--- config.mk ---
export PLATFORM = sky130hd
export DESIGN_NAME = threshold_sequencer
export DESIGN_NICKNAME = d
export VERILOG_FILES = /design/src/rtl/threshold_sequencer_pkg.sv /design/src/rtl/threshold_sequencer_run_watchdog.sv /design/src/rtl/threshold_sequencer.sv
export SDC_FILE = /design/constraint.sdc
export NUM_CORES = 1
export LEC_CHECK = 0
export CORE_MARGIN = 10
export CORE_UTILIZATION = 46
export CTS_CLUSTER_SIZE = 16
export DETAILED_ROUTE_END_ITERATION = 10
export PLACE_DENSITY_LB_ADDON = 0.12
export SYNTH_ARGS = -nofsm -noshare
export SYNTH_HDL_FRONTEND = slang
export SYNTH_SLANG_ARGS = --single-unit
--- constraint.sdc ---
create_clock -name clock -period 7.9 [get_ports clock]
set_input_delay 1.58 -clock clock [delete_from_list [all_inputs] [get_ports clock]]
set_output_delay 1.58 -clock clock [all_outputs]
set_load 0.02 [all_outputs]
--- src/rtl/threshold_sequencer_pkg.sv ---
// threshold_sequencer_pkg: state codes and default sizing shared by the sequencer and status logic
package threshold_sequencer_pkg;
  typedef enum logic [2:0] {
    ST_IDLE     = 3'd0,
    ST_MEAN_RST = 3'd1,
    ST_MEAN_RUN = 3'd2,
    ST_BIN_RST  = 3'd3,
    ST_BIN_RUN  = 3'd4,
    ST_DONE     = 3'd5,
    ST_ERROR    = 3'd6
  } state_t;
  localparam int DEFAULT_CNT_BITS = 20;
  localparam int DEFAULT_RELEASE_DELAY = 2;
endpackage

--- src/rtl/threshold_sequencer_run_watchdog.sv ---
// run_watchdog: saturating run-cycle counter; terminal flags that the count is all-ones after this cycle
module run_watchdog
  import threshold_sequencer_pkg::*;
#(
  parameter int CNT_BITS = DEFAULT_CNT_BITS
) (
  input  logic                clock,
  input  logic                not_reset,
  input  logic                clear,
  input  logic                enable,
  output logic [CNT_BITS-1:0] count,
  output logic                terminal
);
  logic [CNT_BITS-1:0] count_next;
  always_comb begin
    count_next = clear ? '0 : (enable && !(&count)) ? count + 1'b1 : count;
    terminal = &count_next;
  end
  always_ff @(posedge clock or negedge not_reset) begin
    if (!not_reset) count <= '0;
    else count <= count_next;
  end
endmodule

--- src/rtl/threshold_sequencer.sv ---
// threshold_sequencer: runs mean then binarize stages, muxes the image read port, watchdogs the run
module threshold_sequencer
  import threshold_sequencer_pkg::*;
#(
  parameter int WIDTH_BITS    = 8,
  parameter int HEIGHT_BITS   = 8,
  parameter int CNT_BITS      = DEFAULT_CNT_BITS,
  parameter int RELEASE_DELAY = DEFAULT_RELEASE_DELAY
) (
  input  logic                   clock,
  input  logic                   not_reset,
  input  logic                   iStart,
  input  logic                   iAbort,
  output logic                   oMeanNotReset,
  input  logic                   iMeanFinished,
  input  logic [WIDTH_BITS-1:0]  iMeanCol,
  input  logic [HEIGHT_BITS-1:0] iMeanRow,
  output logic                   oBinNotReset,
  input  logic                   iBinFinished,
  input  logic [WIDTH_BITS-1:0]  iBinCol,
  input  logic [HEIGHT_BITS-1:0] iBinRow,
  input  logic [WIDTH_BITS-1:0]  iDispCol,
  input  logic [HEIGHT_BITS-1:0] iDispRow,
  output logic [WIDTH_BITS-1:0]  oImageCol,
  output logic [HEIGHT_BITS-1:0] oImageRow,
  output logic                   oDispValid,
  output logic                   oBusy,
  output logic                   oDone,
  output logic                   oError,
  output logic [2:0]             oStage,
  output logic [CNT_BITS-1:0]    oCycleCount
);
  localparam int HOLD_BITS = $clog2(RELEASE_DELAY + 1);
  localparam logic [HOLD_BITS-1:0] HOLD_INIT = HOLD_BITS'(RELEASE_DELAY - 1);
  state_t state, next_state;
  logic [HOLD_BITS-1:0] hold, next_hold;
  logic mean_sel, bin_sel, run, launch, terminal;
  always_ff @(posedge clock or negedge not_reset) begin
    if (!not_reset) begin
      state <= ST_IDLE;
      hold <= '0;
      oMeanNotReset <= 1'b0;
      oBinNotReset <= 1'b0;
      oDone <= 1'b0;
      oError <= 1'b0;
    end else begin
      state <= next_state;
      hold <= next_hold;
      oMeanNotReset <= next_state == ST_MEAN_RUN;
      oBinNotReset <= next_state == ST_BIN_RUN;
      oDone <= next_state == ST_DONE;
      oError <= next_state == ST_ERROR;
    end
  end
  // abort overrides every other transition, including a start in an idle state
  always_comb begin
    next_state = state;
    next_hold = hold;
    case (state)
      ST_IDLE, ST_DONE, ST_ERROR: begin
        next_state = iStart ? ST_MEAN_RST : state;
        next_hold = iStart ? HOLD_INIT : hold;
      end
      ST_MEAN_RST, ST_BIN_RST: begin
        next_state = hold != '0 ? state : state == ST_MEAN_RST ? ST_MEAN_RUN : ST_BIN_RUN;
        next_hold = hold != '0 ? hold - 1'b1 : hold;
      end
      ST_MEAN_RUN: begin
        next_state = iMeanFinished ? ST_BIN_RST : terminal ? ST_ERROR : state;
        next_hold = HOLD_INIT;
      end
      ST_BIN_RUN: next_state = iBinFinished ? ST_DONE : terminal ? ST_ERROR : state;
      default: next_state = ST_IDLE;
    endcase
    if (iAbort) next_state = ST_IDLE;
  end
  always_comb begin
    mean_sel = state inside {ST_MEAN_RST, ST_MEAN_RUN};
    bin_sel = state inside {ST_BIN_RST, ST_BIN_RUN};
    run = state inside {ST_MEAN_RUN, ST_BIN_RUN};
    oBusy = mean_sel || bin_sel;
    oDispValid = state inside {ST_IDLE, ST_DONE, ST_ERROR};
    launch = oDispValid && iStart && !iAbort;
    oImageCol = mean_sel ? iMeanCol : bin_sel ? iBinCol : iDispCol;
    oImageRow = mean_sel ? iMeanRow : bin_sel ? iBinRow : iDispRow;
    oStage = state;
  end
  run_watchdog #(.CNT_BITS(CNT_BITS)) u_watchdog (
    .clock    (clock),
    .not_reset(not_reset),
    .clear    (launch),
    .enable   (run && !iAbort),
    .count    (oCycleCount),
    .terminal (terminal)
  );
endmodule

Run 1, M3 wires:
Scale: 4 px per um.
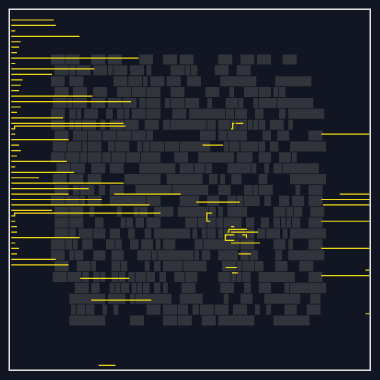
nets with wire on the layer: 68
longest straight run: 36.3 um
wire length on this layer: 684 um
main direction: horizontal
met3 routing resource usage after global routing: 7.15%
post-detailed-routing wire length: 7160 um
count of vias placed by the detailed router: 2357

Run 1, signal metal coverage by tile:
Scale: 4 px per um. 18 x 18 tiles, from dark purple (low) to yellow (high), scaled to the fullest tile. Values are wire area over tile area, all layers added.
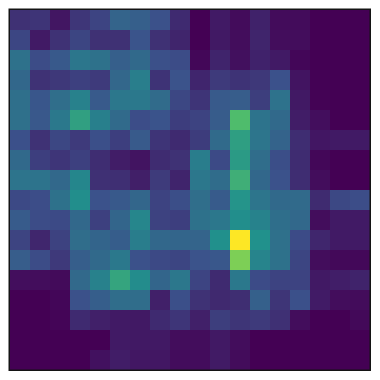
nearly empty tiles: 17%
fullest tile: 0.76
densest ninth of the die: centre
mean over tiles: 0.15

Run 1, cells by drive strength:
Scale: 3 px per um.
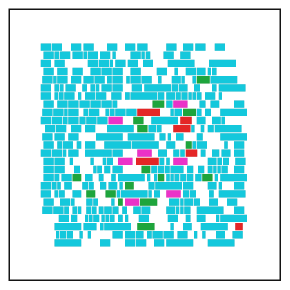
legend:
  _6 and larger:
    colour: magenta
    cells: 7
    share: 1.9%
  _0 and _1 cells:
    colour: cyan
    cells: 332
    share: 92%
  _2 cells:
    colour: green
    cells: 16
    share: 4.4%
  _3 and _4 cells:
    colour: red
    cells: 6
    share: 1.7%

Run 1, clock wiring as the flow saved it:
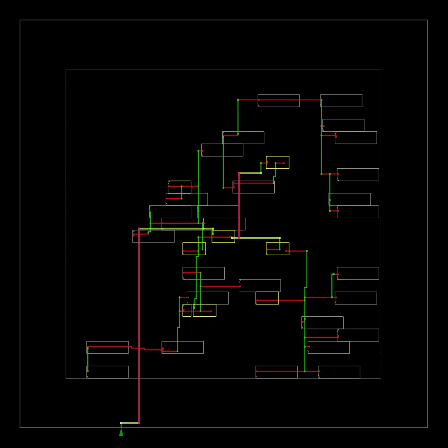
number of buffers created by CTS: 5
setup clock skew after layout: 9.39 ps
P_clk: 135 uW
CTS Sinks: 29
flip-flop and latch count: 29

==> COMMIT_EDITMSG, run 1 <==
Store results of the implementation flow

- The share of total power dissipated in combinational logic is 45.6%.
- Maximum number of pins on one net before global-route repair: 34
- Result of the run: completed
* Capturing element of the worst setup path: oImageCol[0]
- Yosys xor share: 5.35%
* Yosys chip area: between 2000 and 2500 um2
* Reg area: roughly 730 um2
- In the final layout, the fill cell count is 365.
- The timing report gives the biggest stage delay along the critical path as 900 ps.
- Per the synth stats, the proportion of register bits with asynchronous set or reset is 100%.
* Area occupied by multi-input gates: 1450 um2
- Timing-limited maximum frequency: 0.210 GHz
- Counting every net in the synthesized netlist gives 323.
- Registers represent a cell area share of 21.6%.
- Data required time of the critical path: 6320 ps
- Max-cap viol count: 0
- Metal2 WL: ~3600 um
* Max layer used: met4
- Setup Slack @ Placement: 3330 ps
- Area post-placement: 3270 um2
- The flow reports power dissipated in sequential cells as 179 uW.
- After layout, the design draws a total of 577 uW.
* Clock-cell share of area: 3.01%
- X dimension of the die: 89.9 um
Run 1, cell classes on the final placement:
Scale: 6 px per um.
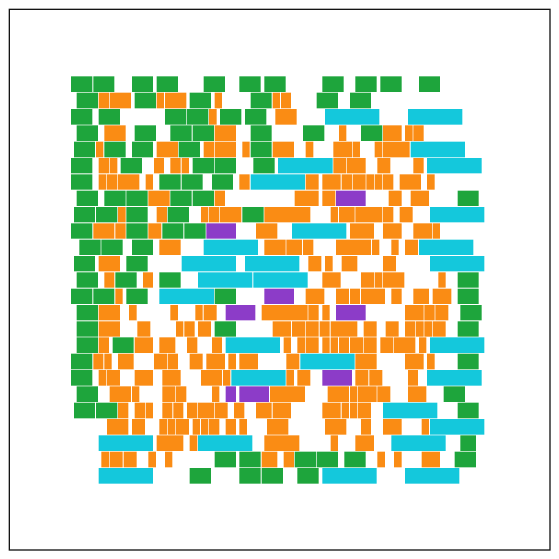

--- run 2 (diff from run 1) ---
CORE_UTILIZATION = 43   (was 46)
clock period = 4.65 ns   (was 7.9 ns; I/O delays follow)
Run 2, cell classes on the final placement:
Scale: 4 px per um.
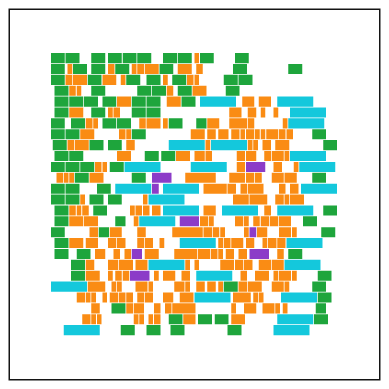
legend:
  sequential cells:
    colour: cyan
    cells: 29
  combinational and other logic:
    colour: orange
    cells: 225
  clock drivers and dummy loads:
    colour: purple
    cells: 8
  remaining buffers and delay cells:
    colour: green
    cells: 102

==> COMMIT_EDITMSG, run 2 <==
Store results of the implementation flow

- Yosys chip area: 2250 um2 (unchanged)
- Proportion of power drawn by combinational gates: 46.7% (was 45.6%)
- Non-clock inverter total of the final layout: 5 (unchanged)
- The post-synthesis async set-or-reset flop share came to 100% (unchanged).
- The global-route met3 utilization is 7.66% (was 7.15%).
* # H-tree levels: 2 (unchanged)
- The xor-xnor portion of the synthesized cell area came to 5.35% (unchanged).
- The register area was 726 um2 (unchanged).
* Classification of the worst setup path: register to output pin (unchanged)
- Max-cap viol count: 0 (unchanged)
- The top cell family by delay on the critical path was buffers and inverters (was AND-OR/OR-AND gates).
* Setup clock skew after layout: 14.2 ps (was 9.39 ps)
- The routed length on met2 came to 3570 um (was 3580 um).
- Capturing element of the worst setup path: oImageRow[2] (was oImageCol[0])
* X dimension of the die: 92.3 um (was 89.9 um)
* Worst VDD drop: 0.246 mV (was 0.107 mV)
* Largest family of logic cells by area: simple AND/OR/NAND/NOR gates (unchanged)
- The footprint of the multi-input gates was 1450 um2 (unchanged).
- For this run, the top clock speed supported by timing is 0.278 GHz.
- Number of cells on the worst hold path: 1 (unchanged)
* Min Clock Period, post-route: between 3000 and 4000 ps
* CTS Sinks: 29 (unchanged)
- Data required time of the critical path: 3720 ps (was 6320 ps)
- The cell count of the worst reg-to-reg path is 9 (unchanged).
* P_clk: 211 uW (was 135 uW)
* Max layer used: met4 (unchanged)
* Biggest cell delay along the critical path: 820 ps (was 900 ps)
- Overall Power: 964 uW (was 577 uW)
- Number of buffers created by CTS: 5 (unchanged)
* Area post-placement: 3290 um2 (was 3270 um2)
- The critical-path cell with the highest stage delay was sky130_fd_sc_hd__dfrtp_1 (was sky130_fd_sc_hd__a21oi_2).
* Flip-flop and latch count: 29 (unchanged)
- Share of the final layout cell area in sequential cells: 21.5% (was 21.6%)
- Number of nets at floorplan: 323 (unchanged)
* Count of vias placed by the detailed router: 2370 (was 2357)
* Largest Pwr Group: combinational cells (unchanged)
* Setup Slack @ Placement: 869 ps (was 3330 ps)
- The clock-cell share of area is 2.56% (was 3.01%).
* Post-detailed-routing wire length: 7250 um (was 7160 um)
- The switching share of power is 39.1% (was 37.5%).
- The pin count of the biggest net entering global routing was 34 (unchanged).
- The fill cell instance count of the final layout was 421 (was 365).
- Result of the run: completed (unchanged)
- The sequential logic power is 303 uW (was 179 uW).
- Reg2reg setup slack: 1470 ps (was 4750 ps)
Run 2, clock wiring as the flow saved it:
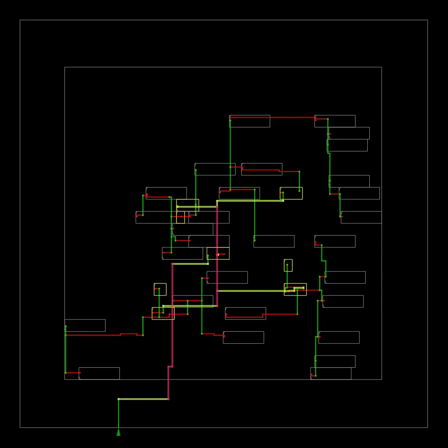
clock insertion delay at the later pin of the skew report: 290 ps
clock buffers: 5

Power figures rest on the tool's default switching activity, not on a simulated workload.
